File: config.mk
export PLATFORM = sky130hd
export DESIGN_NAME = seg14_scan_decoder
export DESIGN_NICKNAME = d
export VERILOG_FILES = /design/src/rtl/seg14_pkg.sv /design/src/rtl/seg14_char_decode.sv /design/src/rtl/seg14_scan_decoder.sv
export SDC_FILE = /design/constraint.sdc
export NUM_CORES = 1
export LEC_CHECK = 0
export CORE_UTILIZATION = 65
export CTS_CLUSTER_SIZE = 12
export DETAILED_ROUTE_END_ITERATION = 7
export GPL_ROUTABILITY_DRIVEN = 0
export HOLD_SLACK_MARGIN = 0.05
export PLACE_DENSITY = 0.91
export SETUP_SLACK_MARGIN = 0.4
export SLEW_MARGIN = 20
export SYNTH_ARGS = -nofsm -noshare
export SYNTH_HDL_FRONTEND = slang
export SYNTH_HIERARCHICAL = 1
export SYNTH_SLANG_ARGS = --single-unit
File: constraint.sdc
create_clock -name i_clk -period 10.8 [get_ports i_clk]
set_input_delay 2.16 -clock i_clk [delete_from_list [all_inputs] [get_ports i_clk]]
set_output_delay 2.16 -clock i_clk [all_outputs]
set_load 0.03 [all_outputs]
File: src/rtl/seg14_pkg.sv
// seg14_pkg: shared constants for the 14-segment scan decoder.
// Segment bit order, MSB first: a b c d e f g1 g2 h i j k l m
//   a..f : outer segments, g1/g2 : middle halves,
//   h : top-left diagonal, i : top vertical, j : top-right diagonal,
//   k : bottom-left diagonal, l : bottom vertical, m : bottom-right diagonal.
package seg14_pkg;

  typedef logic [5:0]  code_t;
  typedef logic [13:0] seg_t;

  localparam code_t CODE_NTILDE  = 6'd36;
  localparam code_t CODE_SPACE   = 6'd37;
  localparam code_t CODE_UNKNOWN = 6'd63;

  localparam seg_t SEG_BLANK  = 14'b00000000000000;
  localparam seg_t SEG_0      = 14'b11111100001100;
  localparam seg_t SEG_1      = 14'b01100000001000;
  localparam seg_t SEG_2      = 14'b11011011000000;
  localparam seg_t SEG_3      = 14'b11110001000000;
  localparam seg_t SEG_4      = 14'b01100111000000;
  localparam seg_t SEG_5      = 14'b10110111000000;
  localparam seg_t SEG_6      = 14'b10111111000000;
  localparam seg_t SEG_7      = 14'b11100000000000;
  localparam seg_t SEG_8      = 14'b11111111000000;
  localparam seg_t SEG_9      = 14'b11110111000000;
  localparam seg_t SEG_A      = 14'b11101111000000;
  localparam seg_t SEG_B      = 14'b11110001010010;
  localparam seg_t SEG_C      = 14'b10011100000000;
  localparam seg_t SEG_D      = 14'b11110000010010;
  localparam seg_t SEG_E      = 14'b10011110000000;
  localparam seg_t SEG_F      = 14'b10001110000000;
  localparam seg_t SEG_G      = 14'b10111101000000;
  localparam seg_t SEG_H      = 14'b01101111000000;
  localparam seg_t SEG_I      = 14'b10010000010010;
  localparam seg_t SEG_J      = 14'b01111000000000;
  localparam seg_t SEG_K      = 14'b00001110001001;
  localparam seg_t SEG_L      = 14'b00011100000000;
  localparam seg_t SEG_M      = 14'b01101100101000;
  localparam seg_t SEG_N      = 14'b01101100100001;
  localparam seg_t SEG_O      = 14'b11111100000000;
  localparam seg_t SEG_P      = 14'b11001111000000;
  localparam seg_t SEG_Q      = 14'b11111100000001;
  localparam seg_t SEG_R      = 14'b11001111000001;
  localparam seg_t SEG_S      = SEG_5;
  localparam seg_t SEG_T      = 14'b10000000010010;
  localparam seg_t SEG_U      = 14'b01111100000000;
  localparam seg_t SEG_V      = 14'b00001100001100;
  localparam seg_t SEG_W      = 14'b01101100000101;
  localparam seg_t SEG_X      = 14'b00000000101101;
  localparam seg_t SEG_Y      = 14'b00000000101010;
  localparam seg_t SEG_Z      = 14'b10010000001100;
  localparam seg_t SEG_NTILDE = 14'b11101100100001;

  typedef enum logic [0:0] {HUNT, ASSEMBLE} state_t;

  // "BROTHING1201", digit 0 first
  localparam logic [0:11][5:0] EXPECT_MSG = {
    6'd11, 6'd27, 6'd24, 6'd29, 6'd17, 6'd18,
    6'd23, 6'd16, 6'd1,  6'd2,  6'd0,  6'd1
  };

endpackage

File: src/rtl/seg14_char_decode.sv
// seg14_char_decode: combinational 14-segment pattern to character code lookup.
// 'S' and '5' light the same segments; that pattern decodes to 5.
module seg14_char_decode
  import seg14_pkg::*;
#(
  parameter int CODE_W = 6
) (
  input  logic [13:0]       i_segm,
  output logic [CODE_W-1:0] o_code
);

  // Pattern lookup; anything not in the font reads back as unknown
  always_comb begin
    o_code = CODE_W'(CODE_UNKNOWN);
    case (i_segm)
      SEG_BLANK:  o_code = CODE_W'(CODE_SPACE);
      SEG_0:      o_code = CODE_W'(0);
      SEG_1:      o_code = CODE_W'(1);
      SEG_2:      o_code = CODE_W'(2);
      SEG_3:      o_code = CODE_W'(3);
      SEG_4:      o_code = CODE_W'(4);
      SEG_5:      o_code = CODE_W'(5);
      SEG_6:      o_code = CODE_W'(6);
      SEG_7:      o_code = CODE_W'(7);
      SEG_8:      o_code = CODE_W'(8);
      SEG_9:      o_code = CODE_W'(9);
      SEG_A:      o_code = CODE_W'(10);
      SEG_B:      o_code = CODE_W'(11);
      SEG_C:      o_code = CODE_W'(12);
      SEG_D:      o_code = CODE_W'(13);
      SEG_E:      o_code = CODE_W'(14);
      SEG_F:      o_code = CODE_W'(15);
      SEG_G:      o_code = CODE_W'(16);
      SEG_H:      o_code = CODE_W'(17);
      SEG_I:      o_code = CODE_W'(18);
      SEG_J:      o_code = CODE_W'(19);
      SEG_K:      o_code = CODE_W'(20);
      SEG_L:      o_code = CODE_W'(21);
      SEG_M:      o_code = CODE_W'(22);
      SEG_N:      o_code = CODE_W'(23);
      SEG_O:      o_code = CODE_W'(24);
      SEG_P:      o_code = CODE_W'(25);
      SEG_Q:      o_code = CODE_W'(26);
      SEG_R:      o_code = CODE_W'(27);
      SEG_T:      o_code = CODE_W'(29);
      SEG_U:      o_code = CODE_W'(30);
      SEG_V:      o_code = CODE_W'(31);
      SEG_W:      o_code = CODE_W'(32);
      SEG_X:      o_code = CODE_W'(33);
      SEG_Y:      o_code = CODE_W'(34);
      SEG_Z:      o_code = CODE_W'(35);
      SEG_NTILDE: o_code = CODE_W'(CODE_NTILDE);
      default:    o_code = CODE_W'(CODE_UNKNOWN);
    endcase
  end

endmodule

File: src/rtl/seg14_scan_decoder.sv
// seg14_scan_decoder: samples a multiplexed 14-segment scan bus, decodes each
// digit and commits a whole frame only when digits arrive in strict order.
// Optional macro SEG14_MSG_MATCH_EN adds the registered compare against
// EXPECT_MSG on o_msg_match; without it o_msg_match is tied low.
module seg14_scan_decoder
  import seg14_pkg::*;
#(
  parameter int NUM_DIGITS = 12,
  parameter int CODE_W     = 6
) (
  input  logic                  i_clk,
  input  logic                  i_rst,
  input  logic [NUM_DIGITS-1:0] i_sel,
  input  logic [13:0]           i_segm,
  input  logic [3:0]            i_rd_addr,
  output logic [CODE_W-1:0]     o_rd_data,
  output logic                  o_frame_valid,
  output logic                  o_seq_err,
  output logic                  o_unk_seen,
  output logic                  o_msg_match
);

  localparam int IDX_W = (NUM_DIGITS > 1) ? $clog2(NUM_DIGITS) : 1;
  localparam logic [NUM_DIGITS-1:0] SEL_ONE   = NUM_DIGITS'(1);
  localparam logic [IDX_W-1:0]      IDX_LAST  = IDX_W'(NUM_DIGITS - 1);
  localparam logic [3:0]            ADDR_LAST = 4'(NUM_DIGITS - 1);
  localparam logic [CODE_W-1:0]     SPACE_C   = CODE_W'(CODE_SPACE);
  localparam logic [CODE_W-1:0]     UNKNOWN_C = CODE_W'(CODE_UNKNOWN);

  logic [NUM_DIGITS-1:0] r_sel;
  logic [13:0]           r_segm;
  logic [CODE_W-1:0]     w_code;
  logic                  w_selIdle;
  logic                  w_selOne;
  logic [IDX_W-1:0]      w_idx;
  logic [IDX_W-1:0]      w_nextIdx;
  logic                  w_commit;
  logic                  w_newUnk;
  logic [CODE_W-1:0]     w_newFrame [NUM_DIGITS];

  state_t                r_state;
  logic [IDX_W-1:0]      r_lastIdx;
  logic [13:0]           r_heldSeg;
  logic [CODE_W-1:0]     r_shadow    [NUM_DIGITS];
  logic [CODE_W-1:0]     r_committed [NUM_DIGITS];
  logic [CODE_W-1:0]     r_rdData;
  logic                  r_frameValid;
  logic                  r_seqErr;
  logic                  r_unkSeen;

  // Single input register stage; every decision below looks at these copies
  always_ff @(posedge i_clk) begin
    if (i_rst) begin
      r_sel  <= '0;
      r_segm <= SEG_BLANK;
    end else begin
      r_sel  <= i_sel;
      r_segm <= i_segm;
    end
  end

  seg14_char_decode #(
    .CODE_W (CODE_W)
  ) u_decode (
    .i_segm (r_segm),
    .o_code (w_code)
  );

  // Classify the registered select: idle, one-hot (with its index) or invalid
  always_comb begin
    w_selIdle = (r_sel == '0);
    w_selOne  = !w_selIdle && ((r_sel & (r_sel - SEL_ONE)) == '0);
    w_idx     = '0;
    for (int i = 0; i < NUM_DIGITS; i++) begin
      if (r_sel[i]) w_idx = IDX_W'(i);
    end
    w_nextIdx = r_lastIdx + IDX_W'(1);
    w_commit  = (r_state == ASSEMBLE) && w_selOne &&
                (w_idx != r_lastIdx) && (w_idx == w_nextIdx) &&
                (w_idx == IDX_LAST);
  end

  // Frame as it would be committed: shadow with the final digit's fresh decode
  always_comb begin
    w_newUnk = 1'b0;
    for (int i = 0; i < NUM_DIGITS; i++) begin
      w_newFrame[i] = r_shadow[i];
    end
    w_newFrame[NUM_DIGITS-1] = w_code;
    for (int i = 0; i < NUM_DIGITS; i++) begin
      if (w_newFrame[i] == UNKNOWN_C) w_newUnk = 1'b1;
    end
  end

  // Scan-order FSM: assembles the shadow frame and commits it on the last digit
  always_ff @(posedge i_clk) begin
    if (i_rst) begin
      r_state      <= HUNT;
      r_lastIdx    <= '0;
      r_heldSeg    <= SEG_BLANK;
      r_frameValid <= 1'b0;
      r_seqErr     <= 1'b0;
      r_unkSeen    <= 1'b0;
      for (int i = 0; i < NUM_DIGITS; i++) begin
        r_shadow[i]    <= SPACE_C;
        r_committed[i] <= SPACE_C;
      end
    end else begin
      r_frameValid <= 1'b0;
      r_seqErr     <= 1'b0;
      if (!w_selIdle) begin
        case (r_state)
          HUNT: begin
            if (!w_selOne) begin
              r_seqErr <= 1'b1;
            end else if (w_idx == '0) begin
              r_shadow[0] <= w_code;
              r_lastIdx   <= '0;
              r_heldSeg   <= r_segm;
              r_state     <= ASSEMBLE;
            end
          end
          ASSEMBLE: begin
            if (w_selOne && (w_idx == r_lastIdx)) begin
              if (r_segm != r_heldSeg) begin
                r_shadow[w_idx] <= w_code;
                r_heldSeg       <= r_segm;
              end
            end else if (w_commit) begin
              for (int i = 0; i < NUM_DIGITS; i++) begin
                r_committed[i] <= w_newFrame[i];
              end
              r_frameValid <= 1'b1;
              r_unkSeen    <= w_newUnk;
              r_state      <= HUNT;
            end else if (w_selOne && (w_idx == w_nextIdx)) begin
              r_shadow[w_idx] <= w_code;
              r_lastIdx       <= w_idx;
              r_heldSeg       <= r_segm;
            end else begin
              r_seqErr <= 1'b1;
              if (w_selOne && (w_idx == '0)) begin
                r_shadow[0] <= w_code;
                r_lastIdx   <= '0;
                r_heldSeg   <= r_segm;
                r_state     <= ASSEMBLE;
              end else begin
                r_state <= HUNT;
              end
            end
          end
          default: r_state <= HUNT;
        endcase
      end
    end
  end

  // Registered read port over the committed buffer; out-of-range reads blank
  always_ff @(posedge i_clk) begin
    if (i_rst) begin
      r_rdData <= SPACE_C;
    end else if (i_rd_addr <= ADDR_LAST) begin
      r_rdData <= r_committed[i_rd_addr];
    end else begin
      r_rdData <= SPACE_C;
    end
  end

`ifdef SEG14_MSG_MATCH_EN
  logic w_newMatch;
  logic r_msgMatch;

  // Compare the frame about to commit with the expected message
  always_comb begin
    w_newMatch = 1'b1;
    for (int i = 0; i < NUM_DIGITS; i++) begin
      if (w_newFrame[i] != CODE_W'(EXPECT_MSG[i])) w_newMatch = 1'b0;
    end
  end

  // Match flag only moves on a commit so it always describes the visible frame
  always_ff @(posedge i_clk) begin
    if (i_rst) begin
      r_msgMatch <= 1'b0;
    end else if (w_commit) begin
      r_msgMatch <= w_newMatch;
    end
  end

  assign o_msg_match = r_msgMatch;
`else
  assign o_msg_match = 1'b0;
`endif

  assign o_rd_data     = r_rdData;
  assign o_frame_valid = r_frameValid;
  assign o_seq_err     = r_seqErr;
  assign o_unk_seen    = r_unkSeen;

endmodule

run_1/clock_map.png
(2 px per um)
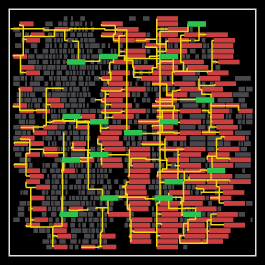
flip-flops: in red, count 192. clock wires: in yellow, length 1930 um. cells driving clock nets: in green, count 17.
Position of the flops: widely spread. There are 18 routed clock nets.

run_1/metal_stack.png
(3 px per um)
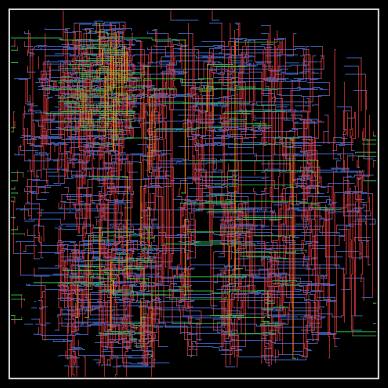
met2: in red, wire length 10800 um. met3: in green, wire length 1790 um. met1: in blue, wire length 8070 um. met4: in orange, wire length 869 um.

==> CHANGELOG.md, run 1 <==
## Implementation

- R2R depth: 8
- Slowest CP cell: o21ai_0
- FILL cells: 902
- CTS Buffer Depth: 2
- Pre-antenna DRT Iters: 6
- Post-route antenna net violation count: 0
- Total clock sinks: 192
- Max FFs per register: 72
- I/O pin cnt: 42
- Crit path max fanout: 21
- Met3 usage: 6.09%
- Pins Over Slew Limit: 0
- Grt peak-use layer: met2
- Skew final: 9.23 ps
- Vias in the first global route: 6608
- Syn Nets: 870
- Top Registers: r_committed x72, r_shadow x66
- Crit path DAT: 4060 ps
- Cell Area, Placed: 9860 um2
- Post-synth regs: 192
- Cell variety after synth: 82
- Tap cells: 180
- Clock Pin Slew Worst Setup and Hold Paths: 70 ps
- Top logic cell by instance count in the layout: edfxtp_1
- Crit path buf inv count: 1
- Post-route worst setup slack: 6810 ps
- Final setup TNS: 0 ps
- Power share of the clock group: 38.6%
- Mapped Avg Cell Area: 11.3 um2
- Aoi share: 6.61%
- Net Sw Power: 0.372 mW
- Die outline height: 123 um
- Pre-CTS setup slack: 6080 ps
- Sw Ratio: 24.4%
- CTS Root Cell: clkbuf_16
- Plain + repair buffers: 45
- Post-CTS Hold Buffers: 0
- Sequential cell area: 5230 um2
- M2 GR Usage: 52.8%
- Post-CTS Resized: 0
- Pleak: 3.24 nW
- Slew margin rel.: 23.9%
- Clkbuf count: 18
- Number of flops mapped to enable cells by yosys: 138
- Xor/xnor share: 1.85%
- H-tree depth: 4
- Seq pwr share: 54.2%
- Core Footprint: 14000 um2
- Placed cell count: 1009
- Worst endpoint required time: 10870 ps
- DR WL met3: 1790 um
- Top power group: registers
- Critical Path Source: i_rst
- Post-synthesis cell count: 837
- Post-synth area from yosys stat: 9450 um2
- Largest combinational cell category by area: simple AND/OR/NAND/NOR gates
- Mapped cell area: 9450 um2
- Remaining DRCs: 0
- TritonCTS Buffers: 17
- Status: complete, no violations
- Cycle use final: 37.0%
- Tool warnings: 26
- Setup violators final: 0
- Clk cell area share: 5.31%
- CP peak stage delay: 630 ps
- Hold Path End: r_heldSeg[4]
- Cell type with the largest total area: edfxtp_1
- Logic area: 3930 um2
- Critical path's top delay family: AND-OR/OR-AND gates
- Post-Synth Adder-Cell Area: 0.238%
- Final instance area: 10400 um2
- Hold Slack: 477 ps
- Capture point of the worst path: r_shadow[0][0]
- HPWL after DPL: 14800 um
- Clk latency late pin: 440 ps
- Synth warn: 6
- Mux frac, synth: 6.45%
- Power per Cell Area: 146 nW/um2
- Share of cells above drive strength 1: 12.5%
- Std cell rows: 43
- Fp_density: 67.3%
run_1/zoom.png
Window x 82 to 102, y 21 to 41 um. Cells in gray, sequential cells in the stronger gray; small squares are vias.
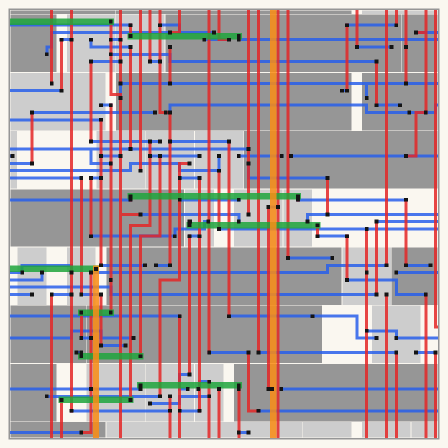
met1: in blue. met4: in orange. met2: in red. met3: in green.
Most frequent: edfxtp_1 (7). Netlist names of flops here include `r_committed` (5), `r_shadow` (2). 22 logic cells have their middle in the window. Sequential cells in the window: 7.

==> run 1: Yosys cell counts, types with 9 or more instances <==
| library cell | n |
|---|---|
| or3_1 | 37 |
| edfxtp_1 | 138 |
| nand2b_1 | 14 |
| nor2_1 | 70 |
| nor2b_1 | 42 |
| o21ai_0 | 10 |
| xnor2_1 | 14 |
| inv_1 | 9 |
| nor4_1 | 16 |
| dfxtp_1 | 54 |
| buf_2 | 14 |
| nor3_1 | 25 |
| a21oi_1 | 17 |
| nand3_1 | 17 |
| o22ai_1 | 11 |
| nand4_1 | 26 |
| mux2i_1 | 17 |
| nand2_1 | 67 |
| clkbuf_1 | 32 |
| or2_2 | 29 |
| mux4_2 | 18 |
| and2_1 | 37 |
## Run 2: what changed since run 1
- CORE_UTILIZATION: 65 -> 55
- PLACE_DENSITY: 0.91 -> 0.82
- clock period: 10.8 -> 3.5 ns (I/O delays scaled with it)
run_2/zoom.png
Window x 90 to 110, y 23 to 43 um. Cells in gray, sequential cells in the stronger gray; small squares are vias.
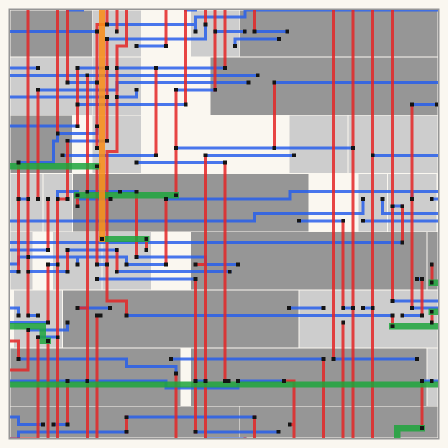
met1: in blue. met3: in green. met2: in red. met4: in orange.
Netlist names of flops here include `r_committed` (9). Most frequent: edfxtp_1 (9), and2_1 (6). Sequential cells in the window: 9. 22 logic cells have their middle in the window.

==> run 2 against run 1 <==
Clock power went up to 3.4 times the previous value. Final cell count is 7.2% higher. Combinational power went up to 3.6 times the previous value. First-iteration DRC count is 19% lower. Largest cell class unchanged.
==> CHANGELOG.md, run 2 <==
## Implementation

- Top power group: registers
- Pre-antenna DRT Iters: 5
- Top Registers: r_committed x72, r_shadow x66
- Slowest CP cell: or4_4
- Cell variety after synth: 82
- H-tree depth: 4
- Xor/xnor share: 1.85%
- M1 WL: 8670 um
- R2R depth: 9
- Hold Slack: 469 ps
- Pins Over Slew Limit: 0
- Skew final: 10.4 ps
- Critical Path Source: r_sel[5]
- Largest combinational cell category by area: simple AND/OR/NAND/NOR gates
- Final instance area: 11100 um2
- Critical path's top delay family: simple AND/OR/NAND/NOR gates
- Largest net degree at the start of global routing: 75
- Max FFs per register: 72
- Post-CTS Resized: 12
- HPWL after DPL: 14000 um
- Post-CTS Setup Repair Bufs: 4
- Share of cells above drive strength 1: 21.4%
- Die outline height: 133 um
- Cell type with the largest total area: edfxtp_1
- Mapped cell area: 9450 um2
- Cycle use final: 87.4%
- Tap cells: 220
- Mux frac, synth: 6.45%
- Pre-CTS setup slack: 190 ps
- Post-Synth Adder-Cell Area: 0.238%
- Sequential cell area: 5250 um2
- CTS Root Cell: clkbuf_16
- Most common cell in the synthesized netlist: edfxtp_1
- Tool warnings: 29
- Placed cell count: 1071
- Setup violators final: 0
- Clk latency late pin: 440 ps
- Plain + repair buffers: 79
- Clk cell area share: 5.61%
- Vias in the first global route: 6413
- Largest cell class by area: flip-flops and latches
- Met3 usage: 5.13%
- Final setup TNS: 0 ps
- Sw Ratio: 24.4%
- TritonCTS Buffers: 17
- Power share of the clock group: 40.8%
- CTS Buffer Depth: 2
- Top cells by count: edfxtp_1 (138), nor2_1 (70), nand2_1 (67)
- Post-CTS Hold Buffers: 0
- Fp_density: 56.6%
- Status: complete, no violations
- Multi-input combinational gate total: 581
- M2 GR Usage: 40.3%
- Logic area: 4170 um2
- I/O pin cnt: 42
- Grt peak-use layer: met2
- Net Sw Power: 1.21 mW
- Post-route antenna net violation count: 0
- Clock Pin Slew Worst Setup and Hold Paths: 70 ps
- Std cell rows: 47
- Capture point of the worst path: r_shadow[2][2]
- Crit path buf inv count: 1
- Power, Total: 4.94 mW
- CP peak stage delay: 600 ps
- Pleak: 3.50 nW
- Mapped Avg Cell Area: 11.3 um2
- Number of flops mapped to enable cells by yosys: 138
- Top Layout Cells: edfxtp_1 (138), nor2_1 (69), nand2_1 (59)
- FILL cells: 1224
- Clkbuf count: 17
- Post-synthesis cell count: 837
- Total clock sinks: 192
- Post-route worst setup slack: 441 ps
- Core Footprint: 16700 um2
- Seq pwr share: 51.4%
- Post-synth regs: 192
- Crit path max fanout: 7
- Cell Area, Placed: 10100 um2
- Post-synth area from yosys stat: 9450 um2
==> run 2: cell count changes in the layout (fill, tap and decap cells not counted), sizes merged <==
cell           before  now
inv                14   16
clkinvlp            4    3
bufinv              0    2
clkinv              8    6
clkbuf             18   17
buf                 7   40
clkdlybuf4s50      38   39
nand2              67   68
==> run 2: worst min path at each step <==
stage | startpoint | slack [ps] | cells after the start | end
after CTS | r_heldSeg[8] | 470 | 2 | r_heldSeg[8]
after floorplan | r_heldSeg[2] | 450 | 2 | r_heldSeg[2]
after global routing | r_heldSeg[2] | 490 | 2 | r_heldSeg[2]
final | r_heldSeg[8] | 470 | 2 | r_heldSeg[8]
after global placement | r_heldSeg[7] | 450 | 2 | r_heldSeg[7]
after detailed placement | r_heldSeg[8] | 460 | 2 | r_heldSeg[8]
## Run 3: what changed since run 2
- GPL_TIMING_DRIVEN: unset -> 0
run_3/metal_stack.png
(3 px per um)
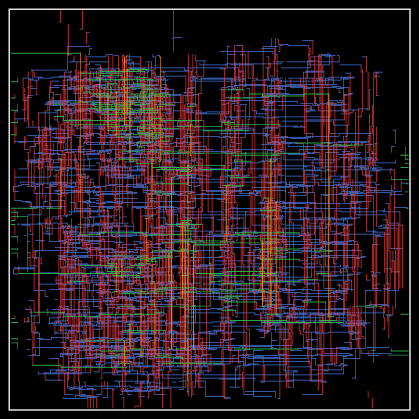
met4: in orange, wire length 897 um. met2: in red, wire length 11700 um. met1: in blue, wire length 9370 um. met3: in green, wire length 1730 um.

==> run 3 against run 2 <==
Sequential power barely moved. Final area is 4.9% higher. Highest routed layer unchanged. Register-to-register slack got worse by 240 ps.
==> CHANGELOG.md, run 3 <==
## Implementation

- Status: complete, no violations
- Share of cells above drive strength 1: 25.9%
- Cycle use final: 94.2%
- Cell type with the largest total area: edfxtp_1
- Post-route worst setup slack: 204 ps
- Pre-CTS setup slack: -170 ps
- Largest combinational cell category by area: simple AND/OR/NAND/NOR gates
- Crit path max fanout: 7
- Placed cell count: 1094
- Post-Synth Adder-Cell Area: 0.238%
- Routed met2 length: 11700 um
- Met3 usage: 5.17%
- Worst endpoint required time: 3690 ps
- Critical Path Source: r_sel[2]
- Post-CTS Hold Buffers: 0
- Multi-input combinational gate total: 583
- Sw Ratio: 24.2%
- Hold Crit Start: r_heldSeg[5]
- Mux frac, synth: 6.45%
- Cell variety after synth: 82
- Power share of the clock group: 37.9%
- Crit path DAT: 3480 ps
- Cell Area, Placed: 10200 um2
- Tap cells: 220
- I/O pin cnt: 42
- Mapped cell area: 9450 um2
- Pre-antenna DRT Iters: 6
- Largest cell class by area: flip-flops and latches
- Fp_density: 56.6%
- Hold-critical path depth: 2
- Vias in the first global route: 6823
- Synth warn: 6
- Simple share: 26.3%
- FILL cells: 1149
- CP peak stage delay: 600 ps
- CTS Root Cell: clkbuf_16
- Xor/xnor share: 1.85%
- Top power group: registers
- Top Layout Cells: edfxtp_1 (138), nor2_1 (65), nand2_1 (60)
- Top cells by count: edfxtp_1 (138), nor2_1 (70), nand2_1 (67)
- HPWL after DPL: 15400 um
- Logic area: 4420 um2
- Clock Pin Slew Worst Setup and Hold Paths: 70 ps
- Top Registers: r_committed x72, r_shadow x66
- Final setup TNS: 0 ps
- Grt peak-use layer: met2
- Max FFs per register: 72
- Final instance area: 11600 um2
- H-tree depth: 4
- Slowest CP cell: or4_4
- Aoi share: 6.61%
- Top logic cell by instance count in the layout: edfxtp_1
- Setup violators final: 0
- M2 GR Usage: 43.9%
- Pins Over Slew Limit: 0
- Hold Slack: 470 ps
- Critical Path Source Type: flip-flop
- Post-synth area from yosys stat: 9450 um2
- Std cell rows: 47
- Syn Nets: 870
- Clk cell area share: 4.68%
- Largest net degree at the start of global routing: 19
- Post-route antenna net violation count: 0
- Net Sw Power: 1.16 mW
- Post-synthesis cell count: 837
- Die outline height: 133 um
- Skew final: 11.6 ps
- R2R depth: 9
- Power, Total: 4.82 mW
- Seq pwr share: 52.4%
- Post-synth regs: 192
- Core Footprint: 16700 um2
- DR WL met3: 1730 um
- Most common cell in the synthesized netlist: edfxtp_1
- Tool warnings: 29
- Capture point of the worst path: r_shadow[8][2]
-- run 3: netlist changes by cell type in the layout (fill, tap and decap cells not counted), sizes merged --
cell / before / now
clkinv: 6 / 8
clkbuf: 17 / 47
nand2: 68 / 70
bufinv: 2 / 1
clkdlybuf4s50: 39 / 37
inv: 16 / 13
buf: 40 / 72
-- run 3: timing repair --
item / 4_1_cts / 5_1_grt
pin swaps: 19 / 17
endpoints found under the setup margin: 269 / 282
gates cloned: 3 / 1
setup buffers: 29 / 17
resized: 67 / 69
-- run 3: critical path: cells and delay by family (launching register included) --
| family | cells | cell delay [ps] |
|---|---|---|
| AND/OR/NAND/NOR | 4 | 1350 |
| flip-flops | 1 | 470 |
| XOR/XNOR | 1 | 190 |
| AND-OR/OR-AND | 3 | 890 |
| buffers and inverters | 1 | 140 |
Power is estimated from default activity; no workload was simulated.
